===== src/rtl/cte_pkg.sv =====
// Shared types, colour-space coefficients and the round/saturate helper for cte_stream.
package cte_pkg;

    typedef enum logic {
        MODE_YUV2RGB = 1'b0,
        MODE_RGB2YUV = 1'b1
    } cte_mode_e;

    typedef enum logic [3:0] {
        S_IDLE,
        S_Y0,
        S_V,
        S_CALC0,
        S_Y1,
        S_CALC1,
        S_EMIT_U,
        S_EMIT_Y0,
        S_EMIT_V,
        S_P1,
        S_EMIT_Y1
    } cte_state_e;

    // RGB->YUV coefficients, Q15
    localparam int C_Y_R = 9533;
    localparam int C_Y_G = 20654;
    localparam int C_Y_B = 2582;
    localparam int C_U_R = 4766;
    localparam int C_U_G = 10327;
    localparam int C_U_B = 15093;
    localparam int C_V_R = 14299;
    localparam int C_V_G = 12710;
    localparam int C_V_B = 1589;
    localparam int CSC_SHIFT = 15;

    // YUV->RGB coefficients in eighths: 1.625, 0.25, 0.75, 2
    localparam int C_RV_Q3 = 13;
    localparam int C_GU_Q3 = 2;
    localparam int C_GV_Q3 = 6;
    localparam int C_BU_Q3 = 16;

    function automatic int fx_coef(input int eighths, input int frac);
        return (eighths << frac) >> 3;
    endfunction

    // Round half-up at bit 'sh', then clamp to [lo, hi].
    function automatic logic signed [63:0] round_sat(input logic signed [63:0] x,
                                                     input int sh,
                                                     input logic signed [63:0] lo,
                                                     input logic signed [63:0] hi);
        logic signed [63:0] r;
        r = (x + (64'sd1 <<< (sh - 1))) >>> sh;
        if (r < lo)
            r = lo;
        else if (r > hi)
            r = hi;
        return r;
    endfunction

endpackage


===== src/rtl/cte_ofifo.sv =====
// Output FIFO for cte_stream; push and pop may coincide when full.
module cte_ofifo
    import cte_pkg::*;
#(
    parameter int WIDTH = 25,
    parameter int DEPTH = 4
) (
    input  logic             clk_p,
    input  logic             reset_n,
    input  logic             push,
    input  logic [WIDTH-1:0] push_data,
    input  logic             pop,
    output logic [WIDTH-1:0] rd_data,
    output logic             full,
    output logic             empty
);

    localparam int AW = $clog2(DEPTH);
    localparam logic [AW:0]   FULL_CNT = (AW + 1)'(DEPTH);
    localparam logic [AW:0]   CNT_ONE  = (AW + 1)'(1);
    localparam logic [AW-1:0] PTR_ONE  = AW'(1);

    logic [WIDTH-1:0] mem [DEPTH];
    logic [AW-1:0]    wr_ptr;
    logic [AW-1:0]    rd_ptr;
    logic [AW:0]      count;
    logic             push_en;
    logic             pop_en;

    assign empty   = (count == '0);
    assign full    = (count == FULL_CNT);
    assign pop_en  = pop && !empty;
    assign push_en = push && (!full || pop_en);
    assign rd_data = mem[rd_ptr];

    always_ff @(posedge clk_p or negedge reset_n) begin
        if (!reset_n) begin
            wr_ptr <= '0;
            rd_ptr <= '0;
            count  <= '0;
        end else begin
            if (push_en)
                wr_ptr <= wr_ptr + PTR_ONE;
            if (pop_en)
                rd_ptr <= rd_ptr + PTR_ONE;
            case ({push_en, pop_en})
                2'b10:   count <= count + CNT_ONE;
                2'b01:   count <= count - CNT_ONE;
                default: ;
            endcase
        end
    end

    always_ff @(posedge clk_p) begin
        if (push_en)
            mem[wr_ptr] <= push_data;
    end

endmodule


===== src/rtl/cte_stream.sv =====
// Streaming YUV 4:2:2 <-> RGB colour transform with output FIFO.
// Optional group counter output grp_cnt when CTE_GROUP_CNT_EN is defined.
module cte_stream
    import cte_pkg::*;
#(
    parameter int DW          = 8,
    parameter int FRAC        = 3,
    parameter int OFIFO_DEPTH = 4
) (
    input  logic            clk_p,
    input  logic            reset_n,
    input  logic            op_mode,
    input  logic            in_valid,
    output logic            in_ready,
    input  logic [3*DW-1:0] in_data,
    output logic            out_valid,
    input  logic            out_ready,
    output logic [3*DW-1:0] out_data,
    output logic            out_mode,
    output logic            idle
`ifdef CTE_GROUP_CNT_EN
    ,
    output logic [15:0]     grp_cnt
`endif
);

    localparam int CW = DW + 4 + FRAC;
    localparam int PW = 2 * DW + 16;
    localparam int FW = 3 * DW + 1;

    localparam logic signed [CW-1:0] K_RV = CW'(fx_coef(C_RV_Q3, FRAC));
    localparam logic signed [CW-1:0] K_GU = CW'(fx_coef(C_GU_Q3, FRAC));
    localparam logic signed [CW-1:0] K_GV = CW'(fx_coef(C_GV_Q3, FRAC));
    localparam logic signed [CW-1:0] K_BU = CW'(fx_coef(C_BU_Q3, FRAC));

    localparam logic signed [PW-1:0] K_YR = PW'(C_Y_R);
    localparam logic signed [PW-1:0] K_YG = PW'(C_Y_G);
    localparam logic signed [PW-1:0] K_YB = PW'(C_Y_B);
    localparam logic signed [PW-1:0] K_UR = PW'(C_U_R);
    localparam logic signed [PW-1:0] K_UG = PW'(C_U_G);
    localparam logic signed [PW-1:0] K_UB = PW'(C_U_B);
    localparam logic signed [PW-1:0] K_VR = PW'(C_V_R);
    localparam logic signed [PW-1:0] K_VG = PW'(C_V_G);
    localparam logic signed [PW-1:0] K_VB = PW'(C_V_B);

    localparam logic signed [63:0] PIX_MIN = 64'sd0;
    localparam logic signed [63:0] PIX_MAX = 64'((1 << DW) - 1);
    localparam logic signed [63:0] CHR_MIN = 64'(-(1 << (DW - 1)));
    localparam logic signed [63:0] CHR_MAX = 64'((1 << (DW - 1)) - 1);

    cte_state_e      state;
    cte_state_e      state_nxt;
    cte_mode_e       mode_r;
    logic [DW-1:0]   u_r;
    logic [DW-1:0]   v_r;
    logic [DW-1:0]   y_r;
    logic [3*DW-1:0] p_r;

    logic            accept_st;
    logic            acc;
    logic            push;
    logic            pop;
    logic            can_push;
    logic            fifo_full;
    logic            fifo_empty;
    logic [FW-1:0]   push_data;
    logic [FW-1:0]   fifo_rd;

    logic signed [CW-1:0] y_s, u_s, v_s;
    logic signed [CW-1:0] r_acc, g_acc, b_acc;
    logic signed [PW-1:0] rr_s, gg_s, bb_s;
    logic signed [PW-1:0] yy_acc, uu_acc, vv_acc;
    logic [3*DW-1:0]      rgb_res;
    logic [DW-1:0]        y_res, u_res, v_res;

    // A full FIFO can still take a push in the cycle it is being popped.
    assign pop       = !fifo_empty && out_ready;
    assign can_push  = !fifo_full || out_ready;
    assign accept_st = (state == S_IDLE) || (state == S_Y0) || (state == S_V) ||
                       (state == S_Y1) || (state == S_P1);
    assign in_ready  = accept_st && can_push;
    assign acc       = in_valid && in_ready;

    always_ff @(posedge clk_p or negedge reset_n) begin
        if (!reset_n) begin
            state  <= S_IDLE;
            mode_r <= MODE_YUV2RGB;
        end else begin
            state <= state_nxt;
            if (state == S_IDLE && acc)
                mode_r <= cte_mode_e'(op_mode);
        end
    end

    always_comb begin
        state_nxt = state;
        push      = 1'b0;
        case (state)
            S_IDLE:    if (acc) state_nxt = (cte_mode_e'(op_mode) == MODE_RGB2YUV) ? S_EMIT_U : S_Y0;
            S_Y0:      if (acc) state_nxt = S_V;
            S_V:       if (acc) state_nxt = S_CALC0;
            S_CALC0:   if (can_push) begin push = 1'b1; state_nxt = S_Y1; end
            S_Y1:      if (acc) state_nxt = S_CALC1;
            S_CALC1:   if (can_push) begin push = 1'b1; state_nxt = S_IDLE; end
            S_EMIT_U:  if (can_push) begin push = 1'b1; state_nxt = S_EMIT_Y0; end
            S_EMIT_Y0: if (can_push) begin push = 1'b1; state_nxt = S_EMIT_V; end
            S_EMIT_V:  if (can_push) begin push = 1'b1; state_nxt = S_P1; end
            S_P1:      if (acc) state_nxt = S_EMIT_Y1;
            S_EMIT_Y1: if (can_push) begin push = 1'b1; state_nxt = S_IDLE; end
            default:   state_nxt = S_IDLE;
        endcase
    end

    // Operand registers: the compute stage works only from these.
    always_ff @(posedge clk_p) begin
        if (acc) begin
            case (state)
                S_IDLE:     begin u_r <= in_data[DW-1:0]; p_r <= in_data; end
                S_Y0, S_Y1: y_r <= in_data[DW-1:0];
                S_V:        v_r <= in_data[DW-1:0];
                S_P1:       p_r <= in_data;
                default:    ;
            endcase
        end
    end

    always_comb begin
        y_s   = $signed({{(CW - DW){1'b0}}, y_r});
        u_s   = $signed({{(CW - DW){u_r[DW-1]}}, u_r});
        v_s   = $signed({{(CW - DW){v_r[DW-1]}}, v_r});
        r_acc = (y_s <<< FRAC) + K_RV * v_s;
        g_acc = (y_s <<< FRAC) - K_GU * u_s - K_GV * v_s;
        b_acc = (y_s <<< FRAC) + K_BU * u_s;
        rgb_res = {DW'(round_sat(64'(r_acc), FRAC, PIX_MIN, PIX_MAX)),
                   DW'(round_sat(64'(g_acc), FRAC, PIX_MIN, PIX_MAX)),
                   DW'(round_sat(64'(b_acc), FRAC, PIX_MIN, PIX_MAX))};

        rr_s   = $signed({{(PW - DW){1'b0}}, p_r[3*DW-1:2*DW]});
        gg_s   = $signed({{(PW - DW){1'b0}}, p_r[2*DW-1:DW]});
        bb_s   = $signed({{(PW - DW){1'b0}}, p_r[DW-1:0]});
        yy_acc = K_YR * rr_s + K_YG * gg_s + K_YB * bb_s;
        uu_acc = K_UB * bb_s - K_UR * rr_s - K_UG * gg_s;
        vv_acc = K_VR * rr_s - K_VG * gg_s - K_VB * bb_s;
        y_res  = DW'(round_sat(64'(yy_acc), CSC_SHIFT, PIX_MIN, PIX_MAX));
        u_res  = DW'(round_sat(64'(uu_acc), CSC_SHIFT, CHR_MIN, CHR_MAX));
        v_res  = DW'(round_sat(64'(vv_acc), CSC_SHIFT, CHR_MIN, CHR_MAX));
    end

    always_comb begin
        push_data = {mode_r, rgb_res};
        case (state)
            S_EMIT_U:             push_data = {mode_r, {(2 * DW){1'b0}}, u_res};
            S_EMIT_Y0, S_EMIT_Y1: push_data = {mode_r, {(2 * DW){1'b0}}, y_res};
            S_EMIT_V:             push_data = {mode_r, {(2 * DW){1'b0}}, v_res};
            default:              ;
        endcase
    end

    cte_ofifo #(
        .WIDTH (FW),
        .DEPTH (OFIFO_DEPTH)
    ) u_ofifo (
        .clk_p     (clk_p),
        .reset_n   (reset_n),
        .push      (push),
        .push_data (push_data),
        .pop       (pop),
        .rd_data   (fifo_rd),
        .full      (fifo_full),
        .empty     (fifo_empty)
    );

    assign out_valid = !fifo_empty;
    assign out_data  = out_valid ? fifo_rd[3*DW-1:0] : '0;
    assign out_mode  = out_valid && fifo_rd[3*DW];
    assign idle      = (state == S_IDLE) && fifo_empty;

`ifdef CTE_GROUP_CNT_EN
    logic grp_done;
    assign grp_done = push && ((state == S_CALC1) || (state == S_EMIT_Y1));

    always_ff @(posedge clk_p or negedge reset_n) begin
        if (!reset_n)
            grp_cnt <= '0;
        else if (grp_done)
            grp_cnt <= grp_cnt + 16'd1;
    end
`endif

endmodule


===== config.mk =====
export PLATFORM = sky130hd
export DESIGN_NAME = cte_stream
export DESIGN_NICKNAME = d
export VERILOG_FILES = /design/src/rtl/cte_pkg.sv /design/src/rtl/cte_ofifo.sv /design/src/rtl/cte_stream.sv
export SDC_FILE = /design/constraint.sdc
export NUM_CORES = 1
export LEC_CHECK = 0
export CAP_MARGIN = 25
export CELL_PAD_IN_SITES_DETAIL_PLACEMENT = 0
export CELL_PAD_IN_SITES_GLOBAL_PLACEMENT = 1
export CORE_MARGIN = 2
export CORE_UTILIZATION = 52
export DETAILED_ROUTE_END_ITERATION = 8
export GPL_TIMING_DRIVEN = 1
export MAX_ROUTING_LAYER = met4
export PLACE_DENSITY_LB_ADDON = 0.1
export RECOVER_POWER = 25
export SYNTH_ARGS = -nofsm -noshare
export SYNTH_HDL_FRONTEND = slang
export SYNTH_HIERARCHICAL = 1
export SYNTH_SLANG_ARGS = --single-unit
export TNS_END_PERCENT = 5

===== constraint.sdc =====
create_clock -name clk_p -period 12.5 [get_ports clk_p]
set_input_delay 2.5 -clock clk_p [delete_from_list [all_inputs] [get_ports clk_p]]
set_output_delay 2.5 -clock clk_p [all_outputs]
set_load 0.02 [all_outputs]

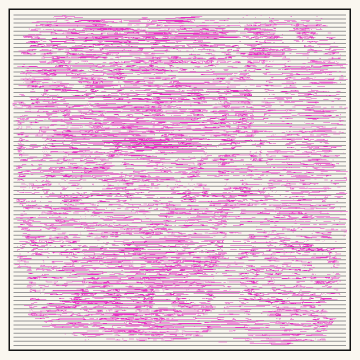
Figure 1: metal 1.
(1.5 px per µm) Supply wires on this layer in grey.
longest straight run: 91.1 µm
main direction: horizontal
wire length on this layer: 27.6 mm

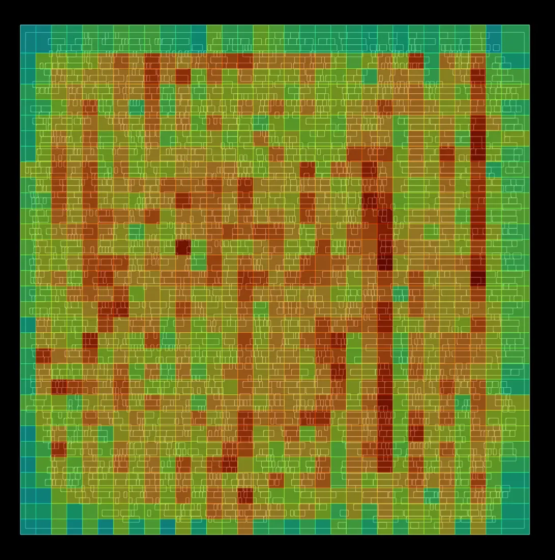
Figure 2: routing congestion.
WL/cell: 19.2 µm
routing usage on met2: 46.3%

## cell families after synthesis
logic type | count (synthesis) | share of synthesized area [%]
AND-OR/OR-AND | 392 | 9.89
XOR/XNOR | 156 | 5.32
adder cells (fa/ha/maj) | 833 | 48.6
buffers and inverters | 558 | 8.21
flip-flops | 160 | 18.5
multiplexers | 32 | 2.52
AND/OR/NAND/NOR | 358 | 7.03
## worst reg2reg max path: cells and delay by family, from the launching register on
family                   cells  cell delay (ps)
XOR/XNOR                     2              300
flip-flops                   1              580
adder cells (fa/ha/maj)     12             5150
buffers and inverters        5              260
AND-OR/OR-AND               15             3240
AND/OR/NAND/NOR              5              760
## flip-flops by register name, summed over array words and instances (netlist names)
name / flops
mode_r: 1
p_r: 24
state: 4
u_ofifo/count: 3
u_ofifo/mem: 100
u_ofifo/rd_ptr: 2
u_ofifo/wr_ptr: 2
u_r: 8
v_r: 8
y_r: 8
## cells in the final DEF (no fill, tap or decap), types with 25 or more instances in the layout
cell type and instances:
a21o_1 34, a21oi_1 113, clkdlybuf4s50_1 30, dlygate4sd3_1 26
edfxtp_1 148, fa_1 275, ha_1 558, inv_1 544
mux4_2 25, nand2_1 66, nor2_1 93, nor2b_1 48
nor3_1 39, o21a_1 37, o21ai_0 63, o21ai_1 29
xnor2_1 100, xor2_1 56
## routing by layer
layer / GRT usage, % / vias up / wire [µm]
li1: - / 8569 / -
met1: 32.7 / 8556 / 27600
met2: 46.3 / 260 / 31500
met3: 2.71 / 60 / 1650
met4: 7.58 / 0 / 1700
met5: - / - / 0
## per-stage QoR
step | setup WS, ps | instance area, µm²
2_1_floorplan | 2620 | 25700
3_3_place_gp | 2100 | 27200
3_5_place_dp | 1930 | 27200
4_1_cts | 1880 | 27800
5_1_grt | 1130 | 27800
6_report | 1900 | 27800
## cells in the mapped netlist, drive strengths merged, types with 8 or more instances
master | count | area (µm²)
nand2b | 17 | 106
inv | 544 | 2040
or3 | 10 | 62.6
edfxtp | 148 | 4440
and3 | 10 | 62.6
o21a | 37 | 278
fa | 275 | 5510
a21boi | 9 | 67.6
a21oi | 117 | 601
nor2 | 94 | 355
a21o | 35 | 264
buf | 9 | 50.1
nand4 | 11 | 68.8
nor3 | 40 | 200
nor2b | 48 | 303
mux4 | 25 | 563
a211oi | 11 | 87.6
o21ai | 93 | 469
nand2 | 66 | 248
o21bai | 21 | 158
xor2 | 56 | 490
and2 | 10 | 62.6
or2 | 10 | 62.6
ha | 558 | 6980
xnor2 | 100 | 876
o2111ai | 8 | 70.1
nand3 | 22 | 110
dfrtp | 12 | 300
==> qor.txt <==
Post-synthesis cell type count - 79
Mean area per synthesized cell - 10.3 µm²
Total CTS buffers - 17
Log Warnings - 45
Max Root-Sink Buffers - 2
Vias in the first global route - 18300
Row count - 81
Asr flop ratio synth - 7.50%
Reg2reg start - p_r[14]
Clock network area share - 2.14%
Clk root buf - clkbuf_16
Critical path capture point type - register
Worst Path Buf+Inv - 5
Layout cell share with drive strength beyond 1 - 3.95%
Status - complete, no violations
Number of port buffers - 56
Number of vias per cell - 5.37
First-pass GRT wire length - 100000 µm
Non-Clock Inverter Count - 544
Reg area - 0.00474 mm²
Comb area share - 67.9%
Hold-fix buffers, CTS - 0
Crit path DAT - 10710 ps
CP endpoint - u_ofifo/mem[3][6]
Worst Hold Launch - u_ofifo/rd_ptr[1]
WHS - 475 ps
R2R Setup Slk - 1900 ps
Die width - 226 µm
Clk ins delay skew pair - 450 ps
Dominant Register Cell - edfxtp_1
Critical-path maximum fanout - 9
Fp util - 52.6%
Critical Path Start - p_r[14]
Remaining Overflow, GRT - 0
FFs & Latches - 160
CTS resizes - 0
Detail Route Antenna Nets - 0
Post-synth EDFFs - 148
Number of diodes - 1
Buffer share of cell area - 2.47%
Setup bufs post-CTS - 0
Final Max Tran Viols - 0
Cell family with most CP delay - adder cells
